===== src/rtl/riscv_pkg.sv =====
// Shared RISC-V front-end constants used by the fetch stage and its queue.
package riscv_pkg;

  localparam int          XLEN_DEFAULT = 32;
  localparam int          INSTR_W      = 32;
  localparam int          PC_STEP      = 4;
  localparam logic [31:0] NOP_INSTR    = 32'h0000_0013;

  typedef logic [INSTR_W-1:0] instr_t;

  // Width of an occupancy counter able to hold 0..depth inclusive.
  function automatic int cnt_width(input int depth);
    return $clog2(depth) + 1;
  endfunction

endpackage


===== src/rtl/fetch_queue.sv =====
// Synchronous FIFO holding fetched {pc, instr} pairs; flush empties it in one cycle.
module fetch_queue
  import riscv_pkg::*;
#(
  parameter int WIDTH = 64,
  parameter int DEPTH = 4
) (
  input  logic                     clock,
  input  logic                     reset,
  input  logic                     push,
  input  logic [WIDTH-1:0]         push_data,
  input  logic                     pop,
  input  logic                     flush,
  output logic [WIDTH-1:0]         head_data,
  output logic [cnt_width(DEPTH)-1:0] count,
  output logic                     full,
  output logic                     empty
);

  localparam int PTR_W = $clog2(DEPTH);
  localparam int CNT_W = cnt_width(DEPTH);

  logic [WIDTH-1:0] mem_reg [DEPTH];
  logic [PTR_W-1:0] wr_ptr_reg;
  logic [PTR_W-1:0] rd_ptr_reg;
  logic [CNT_W-1:0] count_reg;
  logic             do_pop;

  assign empty     = (count_reg == '0);
  assign full      = (count_reg == CNT_W'(DEPTH));
  assign do_pop    = pop && !empty;
  assign head_data = mem_reg[rd_ptr_reg];
  assign count     = count_reg;

  // Pointers wrap naturally because DEPTH is a power of two.
  always_ff @(posedge clock) begin
    if (!reset || flush) begin
      wr_ptr_reg <= '0;
      rd_ptr_reg <= '0;
      count_reg  <= '0;
    end else begin
      if (push)   wr_ptr_reg <= wr_ptr_reg + 1'b1;
      if (do_pop) rd_ptr_reg <= rd_ptr_reg + 1'b1;
      case ({push, do_pop})
        2'b10:   count_reg <= count_reg + 1'b1;
        2'b01:   count_reg <= count_reg - 1'b1;
        default: count_reg <= count_reg;
      endcase
    end
  end

  always_ff @(posedge clock) begin
    if (push) mem_reg[wr_ptr_reg] <= push_data;
  end

  // The issue rule in the parent must make an overflowing write impossible.
  assert property (@(posedge clock) disable iff (!reset) !(push && full && !pop && !flush));

endmodule


===== src/rtl/fetch_unit.sv =====
// Decoupled fetch stage: sequential PC issue to imem, in-order response capture into a
// fetch queue, and redirect handling that flushes the queue and squashes stale responses.
module fetch_unit
  import riscv_pkg::*;
#(
  parameter int              XLEN        = XLEN_DEFAULT,
  parameter logic [XLEN-1:0] RESET_PC    = '0,
  parameter int              QUEUE_DEPTH = 4
) (
  input  logic            clock,
  input  logic            reset,
  input  logic            redirect_valid,
  input  logic [XLEN-1:0] redirect_target,
  output logic            imem_req_valid,
  input  logic            imem_req_ready,
  output logic [XLEN-1:0] imem_req_addr,
  input  logic            imem_resp_valid,
  input  logic [31:0]     imem_resp_data,
  output logic            fetch_valid,
  input  logic            fetch_ready,
  output logic [XLEN-1:0] fetch_pc,
  output logic [31:0]     fetch_instr
);

  localparam int CNT_W = cnt_width(QUEUE_DEPTH);
  // One spare bit: squashed requests from a redirect are tracked on top of a full
  // window of live requests, so the raw in-flight total can exceed QUEUE_DEPTH.
  localparam int TRK_W = CNT_W + 1;
  localparam int ENT_W = XLEN + INSTR_W;
  localparam logic [XLEN-1:0] ALIGN_MASK = ~XLEN'(3);

  logic [XLEN-1:0]  req_pc_reg;
  logic [XLEN-1:0]  resp_pc_reg;
  logic [TRK_W-1:0] inflight_reg;
  logic [TRK_W-1:0] drop_cnt_reg;
  logic [TRK_W-1:0] inflight_next;
  logic [TRK_W-1:0] inflight_live;
  logic [TRK_W:0]   occupancy;
  logic [CNT_W-1:0] q_count;
  logic             q_full;
  logic             q_empty;
  logic [ENT_W-1:0] head_data;
  logic             req_fire;
  logic             resp_keep;
  logic             pop;

  fetch_queue #(
    .WIDTH (ENT_W),
    .DEPTH (QUEUE_DEPTH)
  ) u_queue (
    .clock     (clock),
    .reset     (reset),
    .push      (resp_keep),
    .push_data ({resp_pc_reg, imem_resp_data}),
    .pop       (pop),
    .flush     (redirect_valid),
    .head_data (head_data),
    .count     (q_count),
    .full      (q_full),
    .empty     (q_empty)
  );

  always_comb begin
    inflight_live  = inflight_reg - drop_cnt_reg;
    occupancy      = (TRK_W+1)'(q_count) + (TRK_W+1)'(inflight_live);
    imem_req_valid = reset && !redirect_valid && (occupancy < (TRK_W+1)'(QUEUE_DEPTH));
    imem_req_addr  = req_pc_reg;
    req_fire       = imem_req_valid && imem_req_ready;
    resp_keep      = imem_resp_valid && (drop_cnt_reg == '0) && !redirect_valid;
    inflight_next  = inflight_reg + TRK_W'(req_fire) - TRK_W'(imem_resp_valid);
    fetch_valid    = reset && !q_empty;
    pop            = fetch_valid && fetch_ready;
    fetch_pc       = reset ? head_data[ENT_W-1:INSTR_W] : '0;
    fetch_instr    = reset ? head_data[INSTR_W-1:0] : '0;
  end

  always_ff @(posedge clock) begin
    if (!reset) begin
      req_pc_reg   <= RESET_PC;
      resp_pc_reg  <= RESET_PC;
      inflight_reg <= '0;
      drop_cnt_reg <= '0;
    end else begin
      inflight_reg <= inflight_next;
      if (redirect_valid) begin
        // Everything still outstanding after this cycle belongs to the old path.
        req_pc_reg   <= redirect_target & ALIGN_MASK;
        resp_pc_reg  <= redirect_target & ALIGN_MASK;
        drop_cnt_reg <= inflight_next;
      end else begin
        if (req_fire)  req_pc_reg <= req_pc_reg + XLEN'(PC_STEP);
        if (resp_keep) resp_pc_reg <= resp_pc_reg + XLEN'(PC_STEP);
        else if (imem_resp_valid) drop_cnt_reg <= drop_cnt_reg - 1'b1;
      end
    end
  end

  // Depth bookkeeping only; the queue itself never reports full to the issue logic.
  logic unused_full;
  assign unused_full = q_full;

endmodule


===== config.mk =====
export PLATFORM = sky130hd
export DESIGN_NAME = fetch_unit
export DESIGN_NICKNAME = d
export VERILOG_FILES = /design/src/rtl/riscv_pkg.sv /design/src/rtl/fetch_queue.sv /design/src/rtl/fetch_unit.sv
export SDC_FILE = /design/constraint.sdc
export NUM_CORES = 1
export LEC_CHECK = 0
export CAP_MARGIN = 25
export CORE_MARGIN = 3
export CORE_UTILIZATION = 40
export CTS_BUF_LIST = sky130_fd_sc_hd__clkbuf_8
export DETAILED_ROUTE_END_ITERATION = 10
export RECOVER_POWER = 100
export SETUP_SLACK_MARGIN = 0.02
export SYNTH_ARGS = -nofsm -noshare
export SYNTH_HDL_FRONTEND = slang
export SYNTH_SLANG_ARGS = --single-unit

===== constraint.sdc =====
create_clock -name clock -period 5.87 [get_ports clock]
set_clock_uncertainty 0.1 [all_clocks]
set_input_delay 0.587 -clock clock [delete_from_list [all_inputs] [get_ports clock]]
set_output_delay 0.587 -clock clock [all_outputs]
set_load 0.02 [all_outputs]

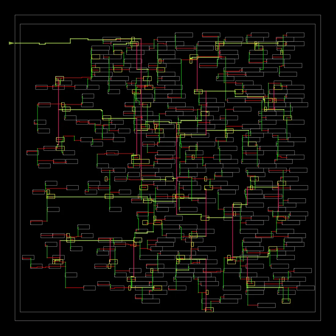
*Clock nets, run 1*
FFs & Latches: 325
later-pin clock latency in the skew report: 0.56 ns

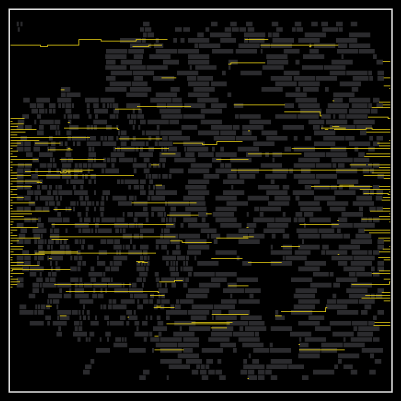
*Signal wires on met3, run 1*
Drawn at 2 px/um. Cells faint in the background.
longest straight run: 79.4 um
share of all routed wire: 7.2%

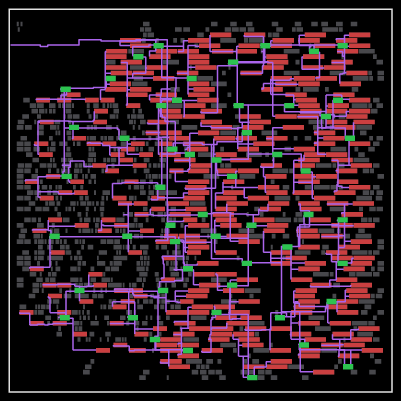
*Clock distribution, run 1*
Drawn at 2 px/um.
[red] flip-flops | count: 325
[purple] clock wires | length: 4,250 um
[green] clock drivers | count: 53
routed clock nets: 54
clock group power: 1.81 mW
Clk network pwr share: 35.7%

==> notes.md, run 1 <==
Summary of the current implementation state.

- The number of cells in the yosys synthesis report is 918, for reference.
- The dominant register cell in the synthesized netlist is edfxtp_1, for reference.
- The termination of the worst setup path is fetch_instr[14], for reference.
- The critical hold path startpoint is reset, for reference.
- The synthesis report gives the async set-or-reset register share as 0%.
- Summing the areas of all xor and xnor instances in the mapped netlist gives 3.084% of the synthesized area.
- The final setup TNS is 0 ns, for reference.
- The flip-flop count of the largest register, all copies and words added is 248, for reference.
- The prevailing logic family in the synthesized netlist is multiplexers, for reference.
- Once routing completed, OpenROAD measured the worst setup slack at 1.062 ns.
- The congestion estimate from routability-driven global placement came to 0.7973.
- Averaged over all synthesized cells, the footprint is 14.85 um2.
- The setup path with the least slack is of type reg -> out.
- The final reports fail on max-capacitance violations, max-slew violations.
- The non-clock inverters instantiated in the layout total 27.
- For this design the top-level I/O count stands at 168.
- The relative area of clock buffers and inverters in the final design is 5.894%, for reference.
- The maximum root-to-sink buffer count is 3, for reference.
- The element type at the critical path start is a flop, for reference.
- The flow ran to the end, but the final reports show violations.
- The fraction of final cell area spent on non-clock buffers in this run is 10.15%.
- The routed wire length is 30,220 um, for reference.
- The highest clock rate this design can be run at is 0.2080 GHz.
- Among all stages on the critical path, the maximum delay recorded is 1.39 ns.
- Per report_power, the Combinational row totals 621 uW.
- The register cell area after layout is 8992 um2, for reference.
- Yosys reports that the leading cell type by area covers 54.63% of the netlist area.
- Per the timing report, the most critical flop-to-flop path finishes at u_queue.mem_reg[1][31].
- Power spread over the standard cell area amounts to 306.5 nW/um2.
- The critical path goes through clkbuf_2 > mux4_2 > and2_1 > dlygate4sd3_1.
- Looking at area per cell type in the netlist, the leader is edfxtp_1.
- For this run, the total global-route usage over all layers was measured as 16.76%.
- The number of warning messages in the yosys log is 0, for reference.
- The timing report gives the clock slew at the launch and capture registers of the worst setup and hold paths as 0.06 ns.
- The slew at the pin closest to its max-slew limit is 1.922 ns, for reference.
- After clock tree synthesis, the setup repair step added 0 buffers.
- For this run, design rule violations remaining after detail routing come to 0.
- The full die area is 36,330 um2, for reference.
- Once the clock tree was built, the resizer swapped 0 gates to a different size.
- Per the CTS log, the maximum H-tree level is 2.
- The count of cells in the finished layout, fillers not included, comes to 1,580.
- The number of global-route vias before repair is 8,594.
- In the routed layout, each cell is associated on average with a via count of 5.181.
- The clock period minus final worst setup slack is 4.808 ns, for reference.
- The share of synthesized cell area in and, or, nand and nor gates is 10.24%, for reference.
- The final worst-path cycle share is 81.91%, for reference.
- The combinational gate count is 517, for reference.
- The first-pass GRT wire length is 47,880 um, for reference.
- In the final layout, the fill cell count is 2,885.
- Multi-input logic gates represent a cell area share of 25.84%.
- The final net count is 1,190, for reference.
- The start of the worst register-to-register path is drop_cnt_reg[1], for reference.
- The flow reports that combinational logic draws 12.2% of the design power.
- The critical path arrival is 4.12 ns, for reference.
- Counting instances, the worst hold path has a depth of 2.
- Entering global routing, the biggest net connects 79 pins.
- The number of clock buffers in the layout is 58, for reference.
- STA puts the critical path data required time at 5.18 ns.
- The width of the die is 190.6 um, for reference.
- Cells with a size suffix above 1 make up 13.18% of the layout.
- The initial antenna violation count is 0, for reference.
- Per the synthesis report, the AND-OR/OR-AND share of the synthesized area is 5.617%.
- The library cell contributing the largest single delay on the critical path is dfxtp_1, for reference.
- The post-placement cell area is 15,690 um2, for reference.
- Looking at the clock tree report, the root buffer type is clkbuf_8.
- The first detailed-routing pass ran for 4 iterations.
- The number of standard cells after synthesis is 918, for reference.
- Once synthesis finished, the tally of register bits stood at 325.
- Setup repair after global routing left no endpoint under its margin.
- Summing all multi-input logic gate instances after layout gives 4290 um2.
- For hold timing, the worst endpoint is imem_req_addr[25].
- The number of tapcells is 442, for reference.
- After synthesis, the cell types taking the most area are edfxtp_1 55%, dfxtp_1 11%, mux4_2 10%.
- Of all nets on the critical path, the largest fanout is 34.
- The sum of buffers and inverters on the critical path is 2, for reference.
- The final report lists the setup-violating endpoint count as 0.
- Sequential cells make up 54.17% of the cell area.
- Multiplexer cells account for 10.48% of the synthesized area.
- The height of the die is 190.6 um, for reference.
- Per the OpenROAD power report, leakage power amounts to 5.581 nW.
- The HPWL reported at the end of detailed placement is 18,810 um, for reference.
- The number of maximum-capacitance violations recorded for the run is 5.
- In the final design, more cell area goes to sequential cells than to any other class.
- The routed wire length per instance is 19.12 um, for reference.
- The relative contribution of sequential cells to total power is 52.1%, for reference.
- The number of buffers created by CTS is 53, for reference.
- Per report_power, the Sequential row totals 2.65 mW.
- The number of hold buffers added after CTS is 0, for reference.
- The critical path crosses 4 cells after its start point.
- STA on the placed design reports a worst setup slack of 2.026 ns.
- The most instantiated library cell after synthesis is edfxtp_1, for reference.
- Of the total power, the share spent switching nets is 25.20%.
- Once detail routing completed, the nets flagged for antenna violations numbered 0.
- The maximum vdd drop is 0.1318 mV, for reference.
- Per STA, the worst path accumulates the most delay in the family buffers and inverters.
- The number of warnings reported in the stage logs is 32.
- Checking hold timing, the worst path is listed with class in -> reg.
- Max-slew check failures listed in the final report amount to 169.
- Cell internal power was estimated by the tool at 3.806 mW.
- The layout-stage area growth over the synthesis result is 21.77%, for reference.
- TritonCTS built the clock tree.
- According to the floorplan report, the placeable core area is 33,030 um2.
## run 1: cells in the final DEF, fill, tap and decap left out, types with 22 or more instances in the layout
cell type	Yosys	layout
edfxtp_1	248	248
a21oi_1	47	49
xor2_1	26	26
xnor2_1	22	22
mux4_2	62	62
clkbuf_8	0	58
clkdlybuf4s50_1	0	71
and2_1	72	68
nand4_1	22	23
nor2_1	33	33
inv_1	26	47
nand2_1	58	58
o21ai_0	29	29
dfxtp_1	77	76
dlygate4sd3_1	0	89
## run 1: routing by layer
metal	part of all wire (%)	track usage, %	vias up
li1	-	-	3841
met1	46	24.16	4039
met2	45	25.84	251
met3	7.3	3.860	55
met4	1.9	4.403	0
met5	0	0	-
### Wires at chosen ports, followed through buffers, run 1

Drawn at 2 px/um.
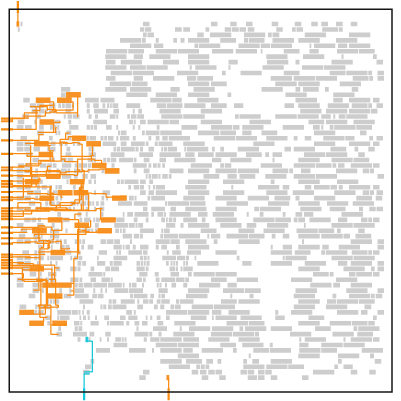

## Run 2: what changed since run 1
clock period = 4.66 ns   (was 5.87 ns; I/O delays follow)
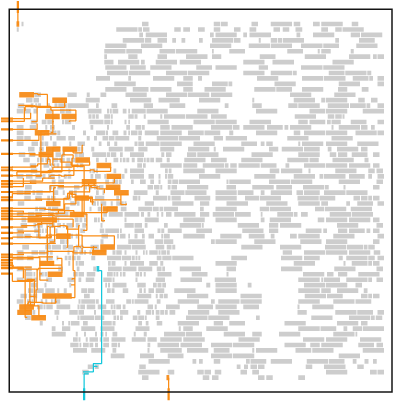
*Wires at chosen ports, followed through buffers, run 2*
Drawn at 2 px/um.
[orange] imem_req_addr | bits: 32 | direction: output | edge: 30 left, 1 bottom, 1 top | end cells: 32 | buffers: 30 | wire: 1,700 um
[cyan] fetch_valid | bits: 1 | direction: output | edge: bottom | end cells: 1 | buffers: 1 | wire: 74.5 um
# IOs: 168
number of buffers inserted by port buffering: 161

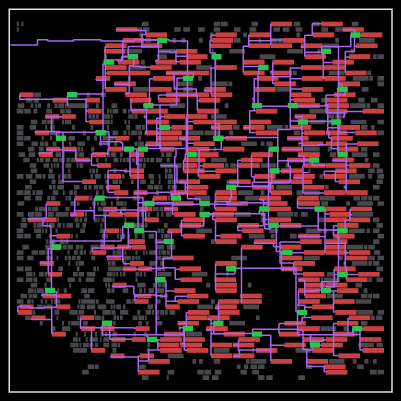
*Clock distribution, run 2*
Drawn at 2 px/um.
[green] clock drivers | count: 54
[purple] clock wires | length: 4,140 um
[red] flip-flops | count: 325
flops lie: spread over the die

==> notes.md, run 2 <==
Summary of the current implementation state.

- The power of the combinational group is 779 uW, for reference.
- The synthesis report lists the most area-consuming cells as edfxtp_1 55%, dfxtp_1 11%, mux4_2 10%.
- In this run the critical register-to-register path is launched from inflight_reg[0].
- A synthesized cell averages 14.85 um2.
- The H-tree depth is 2, for reference.
- The layout report lists the multi-input gate area as 4308 um2.
- The number of violations of the max-capacitance limit is 6, for reference.
- The critical path's slowest stage uses the library cell clkbuf_2.
- The number of cells on the critical path is 4, for reference.
- The flip-flop count of the largest register, all copies and words added is 248, for reference.
- Counting flops with an async set or reset pin after synthesis yields a share of 0%.
- The layout-stage area growth over the synthesis result is 22.54%, for reference.
- Clock network power for this build is 2.42 mW.
- The share of the final layout cell area in multi-input gates is 25.79%, for reference.
- The slew at the pin closest to its max-slew limit is 1.903 ns, for reference.
- According to the report, the first pass of detailed routing completed in 6 iterations.
- The combinational gate count is 517, for reference.
- On the reported timing paths, the clock transition at the registers reads 0.07 ns.
- For reference, the critical path cell chain is clkbuf_2 > mux4_2 > and2_1 > dlygate4sd3_1.
- The xor and xnor fraction of the mapped netlist area is 3.084%, for reference.
- The cell count after synthesis came out at 918.
- The endpoint of the most critical register-to-register path is drop_cnt_reg[2], for reference.
- The report puts the hold buffer count at CTS at 0.
- The final timing report derives a shortest allowable period of 4.160 ns.
- The number of antenna-violating nets in the routed design is 0, for reference.
- Per the final layout report, the fraction of cells sized above drive strength 1 comes to 14.06%.
- The commonest register cell is edfxtp_1.
- The script computed the net switching share of total power as 24.80%.
- For this design the ratio of total power to cell area is 391.9 nW/um2.
- The flow ran to the end, but the final reports show violations.
- The filler cell count in the final layout is 2,865, for reference.
- The number of warning messages in the yosys log is 0, for reference.
- The worst hold path begins at reset.
- TritonCTS built the clock tree.
- Looking at area per cell type in the netlist, the leader is edfxtp_1.
- The instance count along the most critical hold path is 2, for reference.
- The prevailing logic family in the synthesized netlist is multiplexers, for reference.
- The maximum root-to-sink buffer count is 3, for reference.
- The width of the die is 190.6 um, for reference.
- The number of buffers and inverters on the critical path is 2.
- The vertical die dimension reported for this design is 190.6 um.
- The share of the core filled with cells is 50.58%, for reference.
- The core footprint is 33,030 um2, for reference.
- The stage logs contain a warning count of 32.
- Per STA, the endpoint of the critical path is fetch_pc[31].
- The number of cells in the yosys synthesis report is 918, for reference.
- Registers represent a cell area share of 53.83%.
- The flow inserted 442 tap cells.
- Per the layout report, the design carries 59 clock buffers.
- The detailed placer reported the number of placed instances as 1,482.
- The layout sequential cell count is 325, for reference.
- For this run, the detailed router reports a per-instance via density of 5.223.
- Of the total power, combinational logic draws 11.9%.
- The post-route DRC violation count is 0, for reference.
- Looking at the critical path, the highest net fanout was 62.
- In this run, the synthesized area fraction spent on and/or/nand/nor cells is recorded as 10.24%.
- After clock tree synthesis, the repair step resized 0 gates.
- The pin count of the biggest net entering global routing is 81, for reference.
- Setup repair after global routing left no endpoint under its margin.
- Checking hold timing, the worst path is listed with class in -> reg.
- The checks that failed: max-capacitance violations, max-slew violations.
- The final timing report lists a max-slew violation count of 350.
- The internal power is 4.923 mW, for reference.
- The final setup TNS is 0 ns, for reference.
- The first global-routing pass estimated 47,060 um of wire.
- The number of global-route vias before repair came to 8,575.
- The worst stage delay on the critical path is 1.35 ns, for reference.
- The initial antenna violation count is 0, for reference.
- The root buffer cell is clkbuf_8, for reference.
- The full die area is 36,330 um2, for reference.
- The finished layout holds 1,580 standard cells, fillers aside.
- The cell leakage power is 5.690 nW, for reference.
- The area fraction in mux cells is 10.48%, for reference.
- The count of inverters not on the clock network in the layout is 27, for reference.
- The destination of the worst hold path is imem_req_addr[29], for reference.
- Per the layout area report, the register area comes to 8994 um2.
- For this run the detailed placement stage logged an HPWL of 18,070 um.
- The final critical-path setup slack is 0.5000 ns, for reference.
- The clock reaches the later pin of the worst-skew pair after 0.57 ns.
- The all-layer global routing usage is 16.58%, for reference.
- Summing all placed instances gives a cell area of 15,710 um2.
- The family of cells with the greatest summed delay on the critical path is buffers and inverters, for reference.
- In the layout the commonest cells are 248 x edfxtp_1, 126 x dlygate4sd3_1, 75 x dfxtp_1, 71 x and2_1, 62 x mux4_2.
- Setup slack on the worst path after placement came out at 0.7904 ns.
- The area share of the largest cell type after synthesis is 54.63%, for reference.
- The most used logic cell in the final layout is edfxtp_1, for reference.
- The last timing report of the flow puts the setup violation total at 0.
- For this sky-water flow run, the detailed-routed wirelength per cell is reported as 19.05 um.
- STA classifies the critical path startpoint as a flop.
- The routed wire length is 30,110 um, for reference.
- The clock network is responsible for 37.0% of the overall power.
- The most area-hungry cell class in the final design is sequential cells, for reference.
- The worst setup path is of the reg -> out kind.
- The final weighted congestion of routability-driven global placement is 0.8620, for reference.
- In this run, flip-flops and latches consume 51.1% of the power.
- The synthesis stat section lists a flop and latch total of 325.
- The relative area of clock buffers and inverters in the final design is 6.329%, for reference.
- The area fraction in compound gates is 5.617%, for reference.
- The critical path arrival is 3.59 ns, for reference.
- The number of post-CTS setup repair buffers is 0, for reference.
- The CTS report gives the tree buffer count as 54.
- The power attributed to sequential cells is 3.34 mW, for reference.
- At the end of the flow, the number of nets in the layout was 1,187.
- The most instantiated library cell after synthesis is edfxtp_1, for reference.
==> run 2: logic make-up (layout without fill, tap and decap cells) <==
logic type      after synthesis  after routing
fa+ha+maj                    21             21
mux                          65             65
other cells                   1              4
flops                       325            325
simple gates                255            255
xor+xnor                     48             48
compound gates              124            124
buf+inv                      79            296
==> run 2: stage by stage <==
stage / hold WS, ns / total power [mW]
after floorplan: 0.3658 / 3.921
after global placement: 0.3873 / 4.219
after detailed placement: 0.3969 / 4.228
after CTS: 0.1506 / 6.684
after global routing: 0.1732 / 6.868
final: 0.1883 / 6.547
==> run 2: layer usage <==
layer / vias up / global-route usage, % / share of wire, %
met5: - / 0 / 0
li1: 3845 / - / -
met3: 48 / 3.952 / 6.5
met4: 0 / 4.544 / 1.7
met1: 4081 / 23.35 / 47
met2: 278 / 25.99 / 45
### Clock nets, run 2

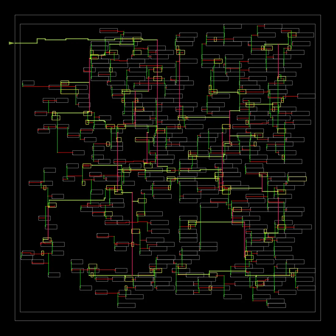

## Run 3: what changed since run 2
CAP_MARGIN = 20   (was 25)
CORE_UTILIZATION = 55   (was 40)
PLACE_DENSITY = 0.79   (was default)
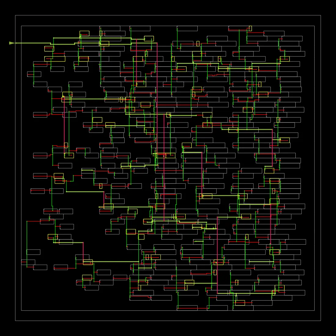
*Clock nets, run 3*
clock buffers created by TritonCTS: 50
clock group power: 2.19 mW
later-pin clock latency in the skew report: 0.55 ns
tally of clock buffers in the finished layout: 58

==> notes.md, run 3 <==
Summary of the current implementation state.

- The most frequently used library cell after synthesis is edfxtp_1.
- The part of the total power dissipated in combinational logic is 12.3%, for reference.
- The prevailing logic family in the synthesized netlist is multiplexers, for reference.
- The number of enable flip-flop cells is 248, for reference.
- The H-tree depth is 2, for reference.
- The final setup violation count is 0, for reference.
- The die is 163.4 um wide.
- Setup repair after global routing left no endpoint under its margin.
- The cell count after synthesis came out at 918.
- According to the timing report, the data required time at the worst endpoint equals 4.71 ns.
- The clock-pin slew on the worst setup and hold paths is 0.06 ns, for reference.
- Per the detail_route log, the uppermost layer with routed signals is met5.
- Per the post-run analysis, buffers plus inverters along the critical path come to 4.
- The first-pass GRT wire length is 45,590 um, for reference.
- The count of state elements after synthesis is 325, for reference.
- The count of placed standard cells including taps is 1,360, for reference.
- The sum of met3 wire segment lengths after detailed routing is 2362 um, for reference.
- The part of the total power dissipated in the clock network is 34.7%, for reference.
- The placement row count is 56, for reference.
- The critical path's slowest stage uses the library cell and3_1.
- The first-iteration detailed-routing DRC count is 798, for reference.
- The internal power of the cells totals 4.767 mW.
- After synthesis, the cell types taking the most area are edfxtp_1 55%, dfxtp_1 11%, mux4_2 10%.
- STA classifies the critical path startpoint as a primary input.
- The initial antenna violation count is 1, for reference.
- Walking the worst path, the cells encountered are dlygate4sd3_1 > clkbuf_1 > inv_1 > and3_1 > buf_2.
- The clock period minus final worst setup slack is 4.118 ns, for reference.
- The number of post-CTS setup repair buffers is 0, for reference.
- TritonCTS built the clock tree.
- In the layout the commonest cells are 248 x edfxtp_1, 123 x dlygate4sd3_1, 75 x dfxtp_1, 68 x and2_1, 62 x mux4_2.
- In this run the layout overhead on the synthesized area is reported as 20.37%.
- Across every metal layer, demand over resource in global routing totals 21.81%.
- After its last routability iteration, the placer logged a weighted congestion of 0.8759.
- Along the worst hold path, the cell count comes to 2.
- For reference, simple AND, OR, NAND and NOR cells occupy 10.24% of the area reported after synthesis.
- The number of cells in the yosys synthesis report is 918, for reference.
- The startpoint identified for the worst register-to-register timing path is inflight_reg[0].
- Net switching is 24.49% of the power.
- The path with the worst hold slack has its endpoint at u_queue.wr_ptr_reg[0].
- For the worst reg-to-reg path, the endpoint reported by OpenROAD is drop_cnt_reg[2].
- The largest area contributor in the netlist is edfxtp_1, for reference.
- The area fraction in compound gates is 5.617%, for reference.
- The hold violation total from the final report is 0, for reference.
- In this build the clock could be raised as far as 0.2428 GHz.
- The vertical die dimension reported for this design is 163.4 um.
- The full die area is 26,710 um2, for reference.
- The post-placement cell area is 15,570 um2, for reference.
- The class of the tightest hold or removal check is reg -> reg, for reference.
- The final reports fail on max-capacitance violations, max-slew violations.
- The most critical hold endpoint after final layout shows a slack of 0.4071 ns.
- In the final routed layout, each cell accounts on average for 19.86 um.
- The cell sitting at the root of the clock tree is a clkbuf_8.
- The final design area excluding fillers is 16,410 um2, for reference.
- The relative contribution of sequential cells to total power is 53.0%, for reference.
- For reference, XOR and XNOR gates occupy 3.084% of the area reported after synthesis.
- The number of hold buffers added after CTS is 0, for reference.
- According to the I/O placement log, the pin count is 168.
- The depth of the worst register-to-register path is 18, for reference.
- Following the worst setup path forward leads to its endpoint at u_queue.mem_reg[0][53].
- The post-placement worst setup slack is 0.8474 ns, for reference.
- Wires add up to 28,670 um.
- The family of cells with the greatest summed delay on the critical path is buffers and inverters, for reference.
- The critical path maximum fanout is 41.
- The finished layout holds 1,444 standard cells, fillers aside.
- In this run the biggest area consumer among cell types represents 54.63% of the synthesized area.
- The first TritonRoute pass finished after 5 iterations.
- In the synthesized netlist the dominant register cell turns out to be edfxtp_1.
- The number of sinks on the clock net is 325, for reference.
- The critical path arrival is 4.17 ns, for reference.
- The area fraction in mux cells is 10.48%, for reference.
- The share of the core filled with cells is 68.68%, for reference.
- The synthesis log from Yosys contains 0 warnings.
- The share of cells above drive strength 1 is 13.07%, for reference.
- After floorplanning, the core was sized to cover 23,890 um2.
- The met1 layer wirelength in the final routing is 12,440 um, for reference.
- Summing over the stages, the warning tally comes to 32.
- For met3 alone, demand over resource in global routing was 4.717%.
- The flow ran to the end, but the final reports show violations.
- Yosys reported that registers with async set or reset make up 0%.
- The number of violations of the max-capacitance limit is 1, for reference.
- The HPWL reported at the end of detailed placement is 18,020 um, for reference.
- The number of antenna-violating nets in the routed design is 0, for reference.
- Per the detail_route log, met2 wirelength is 13,410 um.
- Routing resource usage on met2 recorded by global route was 34.98%.
- The cell leakage power is 5.624 nW, for reference.
- The worst register-to-register path has a setup slack of 0.64 ns.
- The number of global-route vias before repair is 8,555.
- Counting along the longest clock path gives a buffer depth of 3.
- The stat command in Yosys gives a chip area of 13,630 um2.
- For this run, the script counts the antenna cells in the layout as 0.
- The floorplan core density is 57.06%, for reference.
- The most heavily used metal layer in global routing is met2, for reference.
- The met1 track demand over resource in global routing is 30.94%, for reference.
- The final critical path takes up 88.36% of the cycle.
- Gates resized during post-CTS repair numbered 0.
- The post-route DRC violation count is 0, for reference.
- The pin count of the biggest net entering global routing is 76, for reference.
- After global routing the overflow that remains totals 0.
- Across the VDD grid, the largest voltage drop is 0.1985 mV.
- Total power for the finished layout comes to 6.313 mW.
- Among logic cells in the layout, the one with the most instances is edfxtp_1.
- The count of pins over their slew limit is 35, for reference.
- The number of buffer cells added on primary ports is 161, for reference.
- The post-detailed-route via-to-cell ratio is 5.783, for reference.
- For the final routed database, the setup TNS stands at 0 ns.
- The critical path runs through a total of 5 cells.
- The worst setup path is of the in -> reg kind.
- Setup slack on the critical path of the routed design comes to 0.5422 ns.
- The finished design was reported to have a net count of 1,184.
- The critical hold path startpoint is u_queue.wr_ptr_reg[0], for reference.
- The average footprint of a synthesized cell is 14.85 um2, for reference.
- Per the summary, power density relative to cell area is 384.7 nW/um2.
- Looking at the max-slew report, the worst-margin pin has a slew of 1.576 ns.
- The longest incremental delay of any stage on the critical path is reported as 1.04 ns.
- The flip-flop count of the largest register, all copies and words added is 248, for reference.
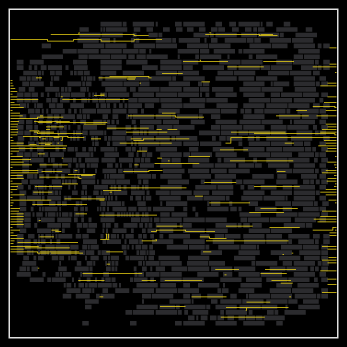
*Signal wires on met3, run 3*
Drawn at 2 px/um. Cells faint in the background.
wire length on this layer: 2,360 um
nets with wire on the layer: 190

## run 3: cell count changes in the layout (fill, tap and decap cells not counted), sizes merged
cell           change
bufinv             -2
dlygate4sd3        -3
clkinvlp           -1
clkdlybuf4s50      +3
inv                +4
clkinv            -14
## run 3: power groups by stage
stage	registers (mW)	logic, mW	clock network, mW
after global routing	3.36	0.864	2.38
after floorplan	3.39	0.529	0
after global placement	3.39	0.808	0
after CTS	3.34	0.827	2.25
after detailed placement	3.40	0.821	0
final	3.34	0.779	2.19
## run 3: layout make-up
type / count / area [um2]
Clock inverter: 26 / 131.4
Tap cell: 319 / 399.1
Timing Repair Buffer: 172 / 1693
Multi-Input combinational cell: 517 / 4297
Clock buffer: 58 / 798.3
Inverter: 27 / 101.3
Fill cell: 1647 / 7482
Sequential cell: 325 / 8991
Power and IR drop assume default switching activity.
